==> config.mk <==
export PLATFORM = sky130hd
export DESIGN_NAME = mem_port_arbiter
export DESIGN_NICKNAME = d
export VERILOG_FILES = /design/src/rtl/mem_port_arbiter_pkg.sv /design/src/rtl/mem_port_arbiter_arb_priority.sv /design/src/rtl/mem_port_arbiter.sv
export SDC_FILE = /design/constraint.sdc
export NUM_CORES = 1
export LEC_CHECK = 0
export ABC_CLOCK_PERIOD_IN_PS = 4130
export CORE_MARGIN = 3
export CORE_UTILIZATION = 42
export DETAILED_ROUTE_END_ITERATION = 16
export PLACE_DENSITY = 0.85
export SETUP_SLACK_MARGIN = 0.5
export SYNTH_ARGS = -nofsm -noshare
export SYNTH_HDL_FRONTEND = slang
export SYNTH_SLANG_ARGS = --single-unit
==> constraint.sdc <==
create_clock -name clk -period 4.13 [get_ports clk]
set_input_delay 0.6195 -clock clk [delete_from_list [all_inputs] [get_ports clk]]
set_output_delay 0.6195 -clock clk [all_outputs]
set_load 0.01 [all_outputs]
Figure 1. Metal layers overlaid (run 1).
(4 px per um)
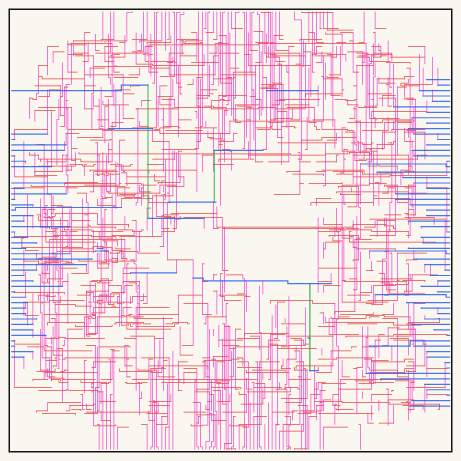
- M3: blue (wire length 930 um)
- M2: magenta (wire length 5700 um)
- M4: green (wire length 68.0 um)
- M1: red (wire length 4120 um)
All-Layer GR Usage: 0.180
via count: 3132
sum of routed wire length over all layers: 10800 um
Wirelength per Cell: 16.7 um

Figure 2. Where the registers sit (run 1).
(4 px per um) Other sequential cells in the stronger gray, the rest of the logic in the fainter gray.
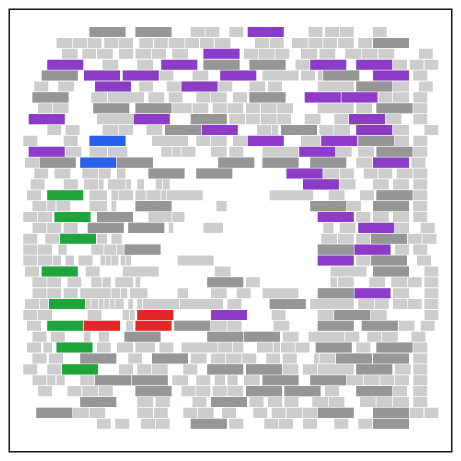
- u_arb_priority.starve_q: red (placed flops 3)
- arb_state: blue (placed flops 2)
- cpu_rdata: purple (placed flops 32)
- mem_addr: green (placed flops 8)
Register Area: 2900 um2
Final Core Density: 0.692
register fraction of the total cell area: 0.401
Sequential Power: 2040 uW

Figure 3. Supply network (run 1).
(3 px per um) Pins as bars on the die edge. Tap cells in gray.
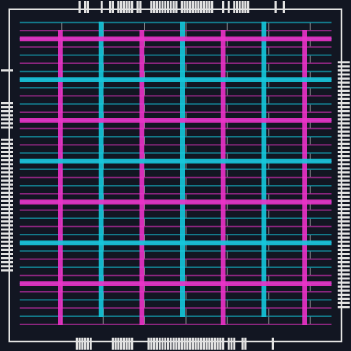
- VDD: cyan
- VSS: magenta
- met1 rails: 38
- rows: 37
- signal pins: 196
- tap cells: 136
- met5 straps: 7
maximum vdd drop: 0.344 mV
core region area: 10500 um2
die height: 110 um
die x size: 110 um

Figure 4. Clock routing (run 1).
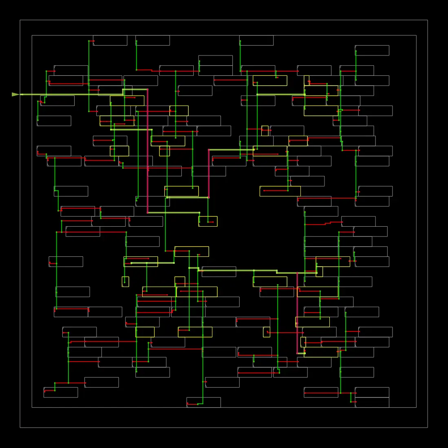
setup skew after layout: 7.41 ps
cts bufs inserted: 17
clock group power: 1460 uW
number of sequential cells: 116

==> design notes, run 1 <==
The flow ran to the end, and the final reports show no timing, DRC or antenna violations. The type recorded for the worst min-delay path is register to register. Per the synthesis report, the number of distinct cell types is 34. STA classifies the critical path startpoint as a register. In the layout the commonest cells are clkdlybuf4s50_1 (195), dfrtp_1 (116), mux2_2 (86), clkbuf_16 (16), mux2_1 (11). The run gives 1 for the cell depth of the worst min-delay path. The run gives 37 as the number of cell rows. The run gives 0 for the number of antenna violations at the first check in global routing.

The tools report the kind of end point of the critical path as a register. The tools report the via count of the first global-routing pass as 3358. Commonest non-fill, non-tap cell in the layout: clkdlybuf4s50_1. The portion of synthesized cell area occupied by the leading cell type came out at 0.636. Across all stage logs, warnings added up to 30. The remaining global-route overflow was 0; the share of final-layout standard cells stronger than drive strength 1 was 0.248.

The flow reported a cell area power density of 839 nW/um2. The critical path is of the register to register type. The logs give 416 MHz for the highest achievable clock rate and 116 for the number of clock sinks seen by CTS.

As logged by OpenROAD, the buffers inserted on ports number 195. During synthesis, Yosys emitted a total of 0 warnings. The worst path required time is 4500 ps, and the count of final max-slew check failures is 0.

The cell sequence reported for the critical path is inv_1, ha_1, nand2_1, a31oi_4, mux2_2. The timing report gives the clock slew at the launch and capture registers of the worst setup and hold paths as 60 ps. The tree is rooted in a clkbuf_8.

For the pin with the worst max-slew slack, the measured transition is 1090 ps. Hold-check failures listed in the final report amount to 0. Endpoints with negative setup slack in the final report add up to 0. The repair_antennas step left the layout with diodes totalling 0. The first global-routing pass estimated 16500 um of wire.

During I/O placement, the number of pins put on the boundary was 196. In the log, the iteration count for the first detailed-route pass is 4. Synthesis produced a netlist whose cell count is 293. For the clock insertion delay at the later pin of the skew report, the log shows 490 ps. Entering global routing, the biggest net connects 61 pins. Post-cts repair resize count: 0. For the sequential element share of the synthesized area, the log shows 0.636.

Counting I/O delays and the setup requirement, the final critical path takes 2400 ps. Synthesis inferred 116 register bits. After layout, the design draws a total of 6070 uW. Post-synthesis, Yosys gives the total cell area as 4560 um2. The average instance area after synthesis works out to 15.6 um2.

Buffers inserted to repair hold after CTS numbered 0. At the end of the flow, the number of nets in the layout was 590. Per the timing report, the biggest fanout along the worst path comes to 33. The number of cells reported by Yosys stat comes to 293. Post-layout period usage of the worst path: 0.582.

Setup repair after global routing left no endpoint under its margin. For this run, the slowest stage of the critical path takes 860 ps. The run gives 0.436 as the share of the core filled by cells before placement. Routability-driven placement finished with a final weighted congestion of 0.726.

The tools report the headroom to the max-slew limit as 0.276. The mapped netlist covers 4560 um2. Looking at the critical path, the single cell with the biggest stage delay is a31oi_4. The number of DRC violations after detailed routing came out at 0. With the final-layout setup total negative slack at 0 ps, the worst-case clock buffer depth is 2. TritonCTS built the clock tree.

Per the OpenROAD power report, leakage power amounts to 0.00303 uW. The synthesis report lists the most area-consuming cells as dfrtp_1 (64%), mux2_2 (21%), mux2_1 (2.7%), a221o_1 (1.8%), ha_1 (1.6%).
## run 1: kinds of logic after synthesis
family                     count (synthesis)  synth area share
AOI/OAI and AO/OA                         28            0.0499
and+or+nand+nor                           24            0.0307
muxes                                     97             0.239
adders and majority gates                  6            0.0165
DFF                                      116             0.636
buffers and inverters                     22            0.0274
## run 1: cell type report
class	count	area (um2)
Clock inverter	9	125
Fill cell	745	3230
Clock buffer	23	477
Sequential cell	116	2900
Multi-Input combinational cell	155	1540
Inverter	9	37.5
Timing Repair Buffer	200	1990
Tap cell	136	170
## run 1: layer usage
| metal | up-vias | GRT usage | share of wire |
|---|---|---|---|
| met1 | 1544 | 0.191 | 0.38 |
| li1 | 1460 | - | - |
| met4 | 0 | 0.0607 | 0.0063 |
| met2 | 121 | 0.330 | 0.53 |
| met3 | 7 | 0.0658 | 0.086 |
| met5 | - | 0 | 0 |
## run 1: per-stage QoR
stage	cell area, um2	utilization	setup WS, ps	std cells	hold WS [ps]
2_1_floorplan	4570	-	2100	293	475
3_3_place_gp	6640	0.634	1460	616	467
6_report	7240	0.692	1730	648	487
5_1_grt	7240	0.692	1570	648	509
4_1_cts	7240	0.692	1700	648	489
3_5_place_dp	6640	0.634	1370	616	476
## run 1: Yosys cell counts
| library cell | n |
|---|---|
| a21o_1 | 1 |
| a21oi_1 | 4 |
| a221o_1 | 8 |
| a22o_1 | 1 |
| a31o_2 | 1 |
| a31oi_1 | 1 |
| a31oi_4 | 1 |
| a32o_1 | 1 |
| and2_0 | 4 |
| and2_1 | 4 |
| buf_2 | 7 |
| buf_4 | 3 |
| buf_6 | 3 |
| dfrtp_1 | 116 |
| ha_1 | 6 |
| inv_1 | 9 |
| mux2_1 | 11 |
| mux2_2 | 86 |
| nand2_1 | 8 |
| nand2b_1 | 1 |
| nand3_1 | 1 |
| nand4_1 | 1 |
| nand4b_1 | 1 |
| nor2_1 | 1 |
| nor3_4 | 1 |
| nor3b_1 | 1 |
| o211ai_1 | 1 |
| o21a_1 | 1 |
| o21ai_0 | 4 |
| o21ai_1 | 1 |
| o21ba_2 | 1 |
| o22a_1 | 1 |
| o22ai_1 | 1 |
| or2_2 | 1 |
## run 1: critical path, delay by kind of cell, from the launching register on
kind            cells  cell delay [ps]
compound gates      1              860
flops               1              430
mux                 1              430
fa+ha+maj           1              310
simple gates        1              130
buf+inv             1              100
## run 1: where the power goes
| part | leakage [uW] | switching, uW | internal (uW) |
|---|---|---|---|
| Clock | 0.000294 | 477 | 978 |
| Sequential | 0.00138 | 320 | 1720 |
| Combinational | 0.00136 | 970 | 1610 |
==> inputs of run 2 (changes only) <==
- ABC_CLOCK_PERIOD_IN_PS: 4130 -> 2300
- clock period: 4.13 -> 2.3 ns (I/O delays scaled with it)
Figure 5. Metal layers overlaid (run 2).
(4 px per um)
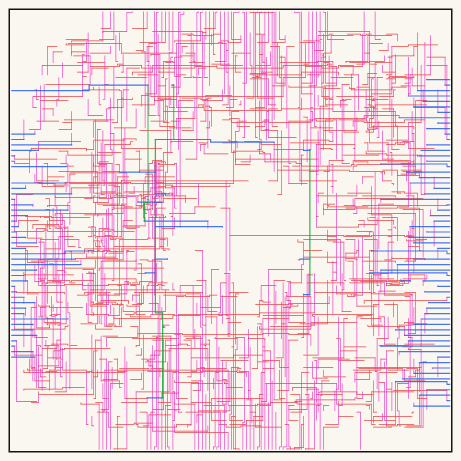
- M2: magenta (wire length 6320 um)
- M4: green (wire length 151 um)
- M3: blue (wire length 867 um)
- M1: red (wire length 4550 um)
via count: 3270
sum of routed wire length over all layers: 11900 um
All-Layer GR Usage: 0.195
Wirelength per Cell: 17.8 um

==> run 2 against run 1 <==
Compared with the run above:
- via count rose by 4.4%
- cell area rose by 5.3%
- critical path type is now register to primary output
- synthesized area did not move
- clock power rose by 91%
- largest power group unchanged
- global-route usage rose by 1.4 points
- largest cell class unchanged
==> design notes, run 2 <==
The flow ran to the end, and the final reports show no timing, DRC or antenna violations. The filler-free cell count of the finished design was 667 (+2.9%). The number of antenna violations at the first check in global routing is 0 (unchanged). STA classifies the critical path startpoint as a register.

Note that the worst hold path type here is primary input to asynchronous set/reset pin. The tools report the clock buffer count from CTS as 17 (unchanged). The top cell type by instance count after synthesis was dfrtp_1. For this run, the leading register cell type out of synthesis is dfrtp_1.

The number of synthesized flops with an enable pin is 0 (unchanged). The run gives 337 ps (-1030 ps) for the worst setup slack after placement. The count of final max-slew check failures is 0 (unchanged), and the minimum clock period after layout is 1770 ps. The portion of synthesized cell area occupied by the leading cell type is 0.636 (unchanged).

The flow reports an fmax of 564 MHz. The report lists the cells along the critical path as clkdlybuf4s50_1. For the worst-case clock buffer depth, the log shows 2 (unchanged). The tools report the number of distinct standard cells referenced by the synthesized netlist as 34 (unchanged). The number of DRC violations after detailed routing came out at 0 (unchanged). The critical path is of the register to primary output type. The final hold violation count is 0 (unchanged). The critical path's top delay family was buffers and inverters. Setup repair after global routing left no endpoint under its margin.

The run gives 710 (-4.7%) as the count of filler cells inserted in the layout. The run gives 4560 um2 (unchanged) for the netlist area before placement. Pin count of the biggest net entering global routing: 71 (+16%). The total I/O pin count is 196 (unchanged), and the number of buffers added on ports is 195 (unchanged). Among logic cells in the layout, the one with the most instances is clkdlybuf4s50_1. Share of the core filled by cells before placement: 0.436 (unchanged). The worst path required time is 1960 ps (-2540 ps).

The run gives 0.636 (unchanged) for the sequential element share of the synthesized area. The run gives 10500 um2 (unchanged) as the placeable core region. The slack of the critical path came out at 526 ps (-1200 ps).

The number of stages on the worst setup path came out at 1 (-4). The run gives 7620 um2 (+5.3%) for the final non-filler cell area. With the final-layout setup total negative slack at 0 ps (unchanged), the number of diodes added for antenna fixing is 0 (unchanged).

The power share of the combinational group is 0.440 (+0.015). Cell internal power dissipation: 8130 uW (+89%). The average instance area after synthesis came out at 15.6 um2 (unchanged).

The summed standard-cell area reported by yosys is 4560 um2 (unchanged). The cell count after placement is 620 (+0.65%). The logs give 11500 uW (+89%) for the total design power and 3545 (+5.6%) for the via count of the first global-routing pass. The clock-pin slew of the registers on the worst-case setup and hold paths is 60 ps (about the same). In the synthesized netlist, the cells that appear most often are dfrtp_1 (116), mux2_2 (86), mux2_1 (11).

The run gives 0 (unchanged) for the remaining global-route overflow. The horizontal die dimension is 110 um (unchanged). The final setup violation count is 0 (unchanged). Number of buffers and inverters on the critical path: 1 (unchanged).

Post-layout period usage of the worst path: 0.771. TritonCTS built the clock tree. For the clock power share, the log shows 0.243 (+0.003). The total power divided by cell area is 1510 nW/um2 (+80%), and the number of optimization iterations in the first detailed-route pass is 4 (unchanged). Register share of total power: 0.317 (-0.018).

The switching power share of the total is 0.292 (+0.000857). Transition at the pin with the smallest max-transition slack: 546 ps (-540 ps). The run gives 293 (unchanged) for the total cells reported by yosys after synthesis.

The clock insertion delay at the later pin of the skew report was 510 ps (+20 ps). The tools report the headroom to the max-slew limit as 0.633 (+0.357). STA classifies the critical path endpoint as a primary output. The run gives 609 (+3.2%) as the final net count. The run gives 37 (unchanged) as the number of cell rows. Final RePlAce weighted congestion: 0.702 (-3.3%). The run gives 6720 um2 (+1.2%) for the total cell area at the placement stage. The number of flip-flops and latches in the synthesized netlist is 116 (unchanged). The warning total across the stage logs is 31 (+3.3%).
==> run 2: cell counts after synthesis <==
Identical to the previous run, type by type.
==> run 2: timing repair <==
action	CTS	global route
cloned	3	1
endpoints found under the setup margin	96	89
gates resized	14	22
hold endpoints to repair	0	0
buffers inserted	6	5
pin swaps	1	2
hold buffers	0	0
==> run 2: stage by stage <==
stage,hold WS (ps),util
CTS,281,0.718
global placement,466,0.642
finish,291,0.728
detailed placement,476,0.642
floorplan,475,-
global route,308,0.728
==> run 2: logic make-up after synthesis <==
logic type	after synthesis	synth area share
AOI/OAI and AO/OA	28	0.0499
adders and majority gates	6	0.0165
buffers and inverters	22	0.0274
DFF	116	0.636
muxes	97	0.239
and+or+nand+nor	24	0.0307
==> run 2: routing by layer <==
layer  up-vias  part of all wire  wire, um  track usage
li1       1500                 -         -            -
met1      1636              0.38      4550        0.219
met2       119              0.53      6320        0.351
met3        15             0.073       867       0.0542
met4         0             0.013       151       0.0712
met5         -                 0         0            0
==> run 2: area by class of cell <==
| type | instances | area (um2) | area share |
|---|---|---|---|
| clock buffers | 24 | 490 | 0.0644 |
| repair buffers | 219 | 2300 | 0.302 |
| well taps | 136 | 170 | 0.0223 |
| multi-input cells | 155 | 1570 | 0.205 |
| clock inverters | 8 | 145 | 0.0191 |
| flip-flops and latches | 116 | 2910 | 0.381 |
| inverters | 9 | 37.5 | 0.00493 |
==> run 2: power by group through the flow <==
stage | clock network [uW] | logic (uW) | registers, uW
after floorplan | 0 | 1720 | 4080
after global placement | 0 | 4630 | 3610
after detailed placement | 0 | 4790 | 3690
after CTS | 2820 | 5070 | 3650
after global routing | 2930 | 5400 | 3770
final | 2790 | 5050 | 3640
Power figures rest on the tool's default switching activity, not on a simulated workload.
